===== src/rtl/synth_pkg.sv =====
// synth_pkg: shared constants for the voice mixer -- waveform codes,
// mix-pass FSM states and the default sample divider.
package synth_pkg;

  // 24 MHz / 1500 = 16 kHz output sample rate
  localparam int SAMPLE_DIV_DEFAULT = 1500;

  localparam logic [1:0] WAVE_SQUARE  = 2'b00;
  localparam logic [1:0] WAVE_SAW     = 2'b01;
  localparam logic [1:0] WAVE_TRI     = 2'b10;
  localparam logic [1:0] WAVE_SILENCE = 2'b11;

  typedef enum logic [1:0] {
    ST_IDLE = 2'd0,
    ST_ACC  = 2'd1,
    ST_OUT  = 2'd2
  } mix_state_e;

endpackage


===== src/rtl/sample_tick.sv =====
// sample_tick: free-running 0..DIV-1 counter; tick_o is high during the
// cycle in which the count equals DIV-1.
module sample_tick #(
  parameter int DIV = 1500
) (
  input  logic clk,
  input  logic srst,
  output logic tick_o
);
  localparam int CW = (DIV > 1) ? $clog2(DIV) : 1;

  logic [CW-1:0] count_q, count_d;

  // next count: wrap to zero on the tick cycle
  always_comb begin
    tick_o  = (count_q == CW'(DIV - 1));
    count_d = tick_o ? '0 : count_q + CW'(1);
  end

  // counter register
  always_ff @(posedge clk) begin
    if (srst) begin
      count_q <= '0;
    end else begin
      count_q <= count_d;
    end
  end
endmodule


===== src/rtl/voice_mixer.sv =====
// voice_mixer: NUM_VOICES phase-accumulator oscillators mixed into one
// unsigned 8-bit sample every SAMPLE_DIV clocks. A mix pass scans one voice
// per cycle, then registers the scaled, biased, clamped sum.
// Build option: define VOICE_MIXER_TRIANGLE_EN to include the triangle
// waveform; without it wave code 10 is silent and no fold logic exists.
module voice_mixer
  import synth_pkg::*;
#(
  parameter int SAMPLE_DIV = SAMPLE_DIV_DEFAULT,
  parameter int NUM_VOICES = 4,
  parameter int PHASE_W    = 24
) (
  input  logic                          CLK_24MHZ,
  input  logic                          RST,
  input  logic                          note_wr_i,
  input  logic [$clog2(NUM_VOICES)-1:0] voice_sel_i,
  input  logic [PHASE_W-1:0]            phase_inc_i,
  input  logic                          gate_i,
  input  logic [1:0]                    wave_sel_i,
  output logic [7:0]                    sample_o,
  output logic                          sample_stb_o,
  output logic                          busy_o
);
  localparam int SEL_W = $clog2(NUM_VOICES);
  localparam int SHIFT = SEL_W - 1;
  // sum spans -NUM_VOICES*64 .. NUM_VOICES*63, one spare bit on top
  localparam int ACC_W = SEL_W + 8;
  localparam logic [ACC_W:0] BIAS = (ACC_W + 1)'(128);
`ifdef VOICE_MIXER_TRIANGLE_EN
  // triangle needs the phase MSB plus the 7 bits below it
  localparam int TOP_W = 8;
`else
  localparam int TOP_W = 7;
`endif

  logic tick;

  sample_tick #(.DIV(SAMPLE_DIV)) u_sample_tick (
    .clk    (CLK_24MHZ),
    .srst   (RST),
    .tick_o (tick)
  );

  mix_state_e              state_q, state_d;
  logic [SEL_W-1:0]        idx_q, idx_d;
  logic signed [ACC_W-1:0] acc_q, acc_d;
  logic [7:0]              sample_q, sample_d;
  logic                    stb_q, stb_d;

  logic [NUM_VOICES-1:0][TOP_W-1:0] top_all;
  logic [NUM_VOICES-1:0]            gate_all;
  logic [NUM_VOICES-1:0][1:0]       wave_all;

  for (genvar gi = 0; gi < NUM_VOICES; gi++) begin : g_voice
    logic [PHASE_W-1:0] inc_q, inc_d;
    logic [PHASE_W-1:0] phase_q, phase_d;
    logic               gate_q, gate_d;
    logic [1:0]         wave_q, wave_d;
    logic               wr_hit;
    logic               scan_hit;

    assign wr_hit   = note_wr_i && (voice_sel_i == SEL_W'(gi));
    assign scan_hit = (state_q == ST_ACC) && (idx_q == SEL_W'(gi));

    // Scan advances the phase using the config in force this pass; a write
    // lands at the same edge, so it only shapes the next pass. A gate change
    // restarts the phase at zero and wins over the scan advance.
    always_comb begin
      inc_d   = inc_q;
      gate_d  = gate_q;
      wave_d  = wave_q;
      phase_d = phase_q;
      if (scan_hit) begin
        phase_d = gate_q ? phase_q + inc_q : '0;
      end
      if (wr_hit) begin
        inc_d  = phase_inc_i;
        gate_d = gate_i;
        wave_d = wave_sel_i;
        if (gate_i != gate_q) begin
          phase_d = '0;
        end
      end
    end

    // per-voice configuration and phase registers
    always_ff @(posedge CLK_24MHZ) begin
      if (RST) begin
        inc_q   <= '0;
        gate_q  <= 1'b0;
        wave_q  <= WAVE_SILENCE;
        phase_q <= '0;
      end else begin
        inc_q   <= inc_d;
        gate_q  <= gate_d;
        wave_q  <= wave_d;
        phase_q <= phase_d;
      end
    end

    assign top_all[gi]  = phase_q[PHASE_W-1 -: TOP_W];
    assign gate_all[gi] = gate_q;
    assign wave_all[gi] = wave_q;
  end

  logic [TOP_W-1:0]        cur_top;
  logic                    cur_gate;
  logic [1:0]              cur_wave;
  logic [6:0]              contrib;
  logic signed [ACC_W-1:0] contrib_ext;

  assign cur_top  = top_all[idx_q];
  assign cur_gate = gate_all[idx_q];
  assign cur_wave = wave_all[idx_q];

`ifdef VOICE_MIXER_TRIANGLE_EN
  logic [6:0] tri_fold;
  assign tri_fold = cur_top[7] ? ~cur_top[6:0] : cur_top[6:0];
`endif

  // Contribution as 7-bit two's complement; "x - 64" on a 7-bit x is x
  // with its top bit flipped.
  always_comb begin
    contrib = 7'd0;
    if (cur_gate) begin
      case (cur_wave)
        WAVE_SQUARE: contrib = cur_top[TOP_W-1] ? 7'h40 : 7'h3F;
        WAVE_SAW:    contrib = cur_top[TOP_W-1 -: 7] ^ 7'h40;
`ifdef VOICE_MIXER_TRIANGLE_EN
        WAVE_TRI:    contrib = tri_fold ^ 7'h40;
`endif
        default:     contrib = 7'd0;
      endcase
    end
  end

  assign contrib_ext = {{(ACC_W - 7){contrib[6]}}, contrib};

  logic signed [ACC_W-1:0] acc_shr;
  logic [ACC_W:0]          biased;
  logic [7:0]              mix_val;

  assign acc_shr = acc_q >>> SHIFT;
  assign biased  = {acc_shr[ACC_W-1], acc_shr} + BIAS;

  // clamp the biased sum into the unsigned 8-bit output range
  always_comb begin
    if (biased[ACC_W]) begin
      mix_val = 8'd0;
    end else if (|biased[ACC_W-1:8]) begin
      mix_val = 8'hFF;
    end else begin
      mix_val = biased[7:0];
    end
  end

  // mix-pass FSM: wait for tick, accumulate each voice, publish the sample
  always_comb begin
    state_d  = state_q;
    idx_d    = idx_q;
    acc_d    = acc_q;
    sample_d = sample_q;
    stb_d    = 1'b0;
    case (state_q)
      ST_IDLE: begin
        if (tick) begin
          state_d = ST_ACC;
          idx_d   = '0;
          acc_d   = '0;
        end
      end
      ST_ACC: begin
        acc_d = acc_q + contrib_ext;
        idx_d = idx_q + SEL_W'(1);
        if (idx_q == SEL_W'(NUM_VOICES - 1)) begin
          state_d = ST_OUT;
        end
      end
      ST_OUT: begin
        sample_d = mix_val;
        stb_d    = 1'b1;
        state_d  = ST_IDLE;
      end
      default: state_d = ST_IDLE;
    endcase
  end

  // FSM and output registers
  always_ff @(posedge CLK_24MHZ) begin
    if (RST) begin
      state_q  <= ST_IDLE;
      idx_q    <= '0;
      acc_q    <= '0;
      sample_q <= 8'd128;
      stb_q    <= 1'b0;
    end else begin
      state_q  <= state_d;
      idx_q    <= idx_d;
      acc_q    <= acc_d;
      sample_q <= sample_d;
      stb_q    <= stb_d;
    end
  end

  assign sample_o     = sample_q;
  assign sample_stb_o = stb_q;
  assign busy_o       = (state_q == ST_ACC) || (state_q == ST_OUT);
endmodule


===== config.mk =====
export PLATFORM = sky130hd
export DESIGN_NAME = voice_mixer
export DESIGN_NICKNAME = d
export VERILOG_FILES = /design/src/rtl/synth_pkg.sv /design/src/rtl/sample_tick.sv /design/src/rtl/voice_mixer.sv
export SDC_FILE = /design/constraint.sdc
export NUM_CORES = 1
export LEC_CHECK = 0
export CORE_MARGIN = 4
export CORE_UTILIZATION = 55
export CTS_CLUSTER_SIZE = 20
export DETAILED_ROUTE_END_ITERATION = 6
export GPL_TIMING_DRIVEN = 1
export PLACE_DENSITY = 0.77
export SLEW_MARGIN = 20
export SYNTH_ARGS = -nofsm -noshare
export SYNTH_HDL_FRONTEND = slang
export SYNTH_SLANG_ARGS = --single-unit

===== constraint.sdc =====
create_clock -name CLK_24MHZ -period 3.84 [get_ports CLK_24MHZ]
set_input_delay 0.384 -clock CLK_24MHZ [delete_from_list [all_inputs] [get_ports CLK_24MHZ]]
set_output_delay 0.384 -clock CLK_24MHZ [all_outputs]
set_load 0.01 [all_outputs]

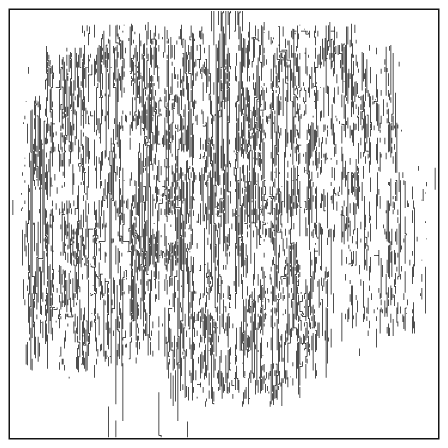
Fig. 1. Metal 2 (run 1).
- nets with wire on the layer: 1481
- share of all routed wire: 45%
- wire length on this layer: 16000 um
- longest straight run: 63.2 um

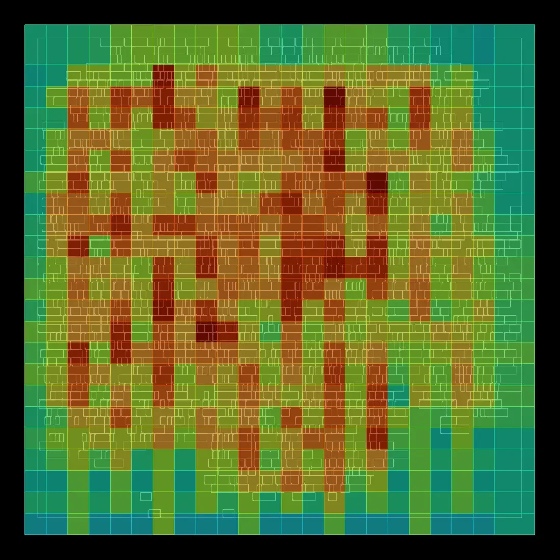
Fig. 2. Congestion heat map (run 1).
GRT Overall Usage: 0.262
wire per inst: 17.8 um
grt met2 use: 0.424
gr busiest metal: met2
GR Layer Usage met3: 0.0359

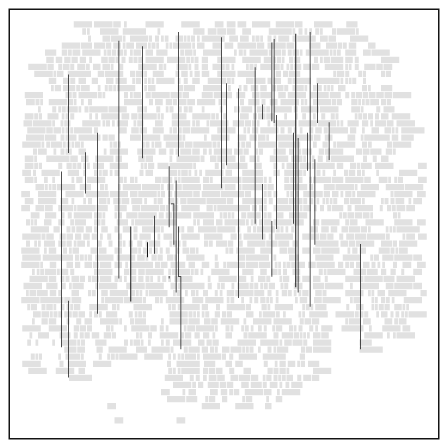
Fig. 3. Signal wires on met4 (run 1).
- nets with wire on the layer: 23
- longest straight run: 105 um
- share of all routed wire: 3.8%
- wire length on this layer: 1370 um
- main direction: vertical

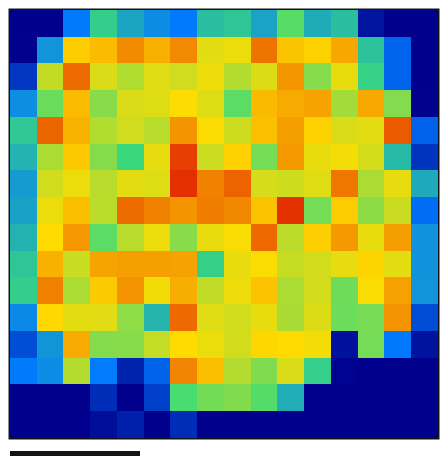
Fig. 4. Cell density map (run 1).
The bar under the picture is 50 um long. The die is cut into 16 by 16 equal tiles; dark blue is low, red is high, 0 to 100% covered.
- emptiest ninth of the die: lower right
- mean over tiles: 54%
- densest ninth of the die: centre

==> results.ini, run 1 <==
[status]
status = complete, no violations

[global_route]
grt_overflow = 0
grt_first_pass_wirelength_um = 57700
use_met1 = 0.359

[critical_path]
crit_slowest_cell = or3_1
critPathLaunch = idx_q[1]
r2r_slack_ps = 300
path_cells = buf_4 -> mux4_2 -> or3_1 -> a21o_1 -> inv_1 -> ha_1 -> a21o_1 -> a21oi_1 -> o21ai_0 -> a21oi_1 -> o21ai_0 -> a21o_1 -> a21oi_1 -> a21o_1 -> nand3_1

[timing]
slew_headroom = 0.452

[routing]
met1_length_um = 15800
top_layer = met4

[hold_path]
min_path_type = input pin to register

[yosys]
ys_sh_xor = 0.0584
synth.area.top_cells = dfxtp_1, ha_1, nand2_1, a21oi_1, xnor2_1
ys_top_logic_family = AND-OR/OR-AND gates
flop_cell = dfxtp_1
top_area_cell = dfxtp_1
synth_flops = 238
synthArstFlopShare = 0
fp_nets = 1799

[clocking]
cts.repair.resized = 0
cts_hold_buffers = 0
clock_latency_ps = 540

[flow_run]
drv_cap = 0
warning_count = 32

[final_layout]
fin_nets = 1811
seq-cell-share = 0.318
lay_top_count = nand2_1

[placement]
dp_hpwl_um = 25300

--- run 2 (diff from run 1) ---
--- a/config.mk
+++ b/config.mk
@@ -5,12 +5,13 @@
 export SDC_FILE = /design/constraint.sdc
 export NUM_CORES = 1
 export LEC_CHECK = 0
+export CAP_MARGIN = 20
 export CORE_MARGIN = 4
 export CORE_UTILIZATION = 55
-export CTS_CLUSTER_SIZE = 20
 export DETAILED_ROUTE_END_ITERATION = 6
 export GPL_TIMING_DRIVEN = 1
 export PLACE_DENSITY = 0.77
+export SKIP_CTS_REPAIR_TIMING = 1
 export SLEW_MARGIN = 20
 export SYNTH_ARGS = -nofsm -noshare
 export SYNTH_HDL_FRONTEND = slang
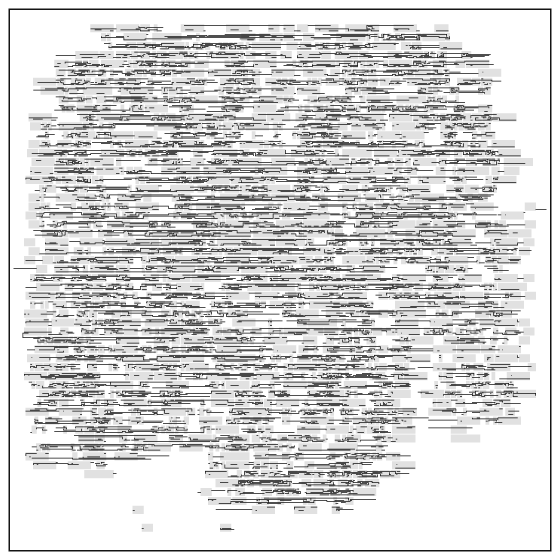
Fig. 5. The metal 1 layer (run 2).
- main direction: horizontal
- wire length on this layer: 15800 um
- share of all routed wire: 44%

==> results.ini, run 2 <==
[flow_run]
warning_count = 32
drv_cap = 0

[yosys]
synth_flops = 238
ys_top_logic_family = AND-OR/OR-AND gates
synth.area.top_cells = dfxtp_1, ha_1, nand2_1, a21oi_1, xnor2_1
synthArstFlopShare = 0
ys_sh_xor = 0.0584
fp_nets = 1799
flop_cell = dfxtp_1

[critical_path]
path_cells = buf_4 -> mux4_2 -> or3_1 -> a21o_1 -> inv_1 -> ha_1 -> a21o_1 -> a21oi_1 -> o21ai_0 -> a21oi_1 -> o21ai_0 -> a21o_1 -> a21oi_1 -> a21o_1 -> nand3_1
r2r_slack_ps = 300
crit_slowest_cell = or3_1
critPathLaunch = idx_q[1]

[placement]
dp_hpwl_um = 25300

[global_route]
use_met1 = 0.359
busiest_layer = met2
track_usage = 0.262
grt_util_met2 = 0.424
grt_overflow = 0
grtUsageMet3 = 0.0359

[final_layout]
fin_nets = 1811
lay_top_count = nand2_1

[routing]
top_layer = met4
met1_length_um = 15800

[timing]
slew_headroom = 0.452

[status]
status = complete, no violations

[hold_path]
min_path_type = input pin to register

[clocking]
clock_latency_ps = 540

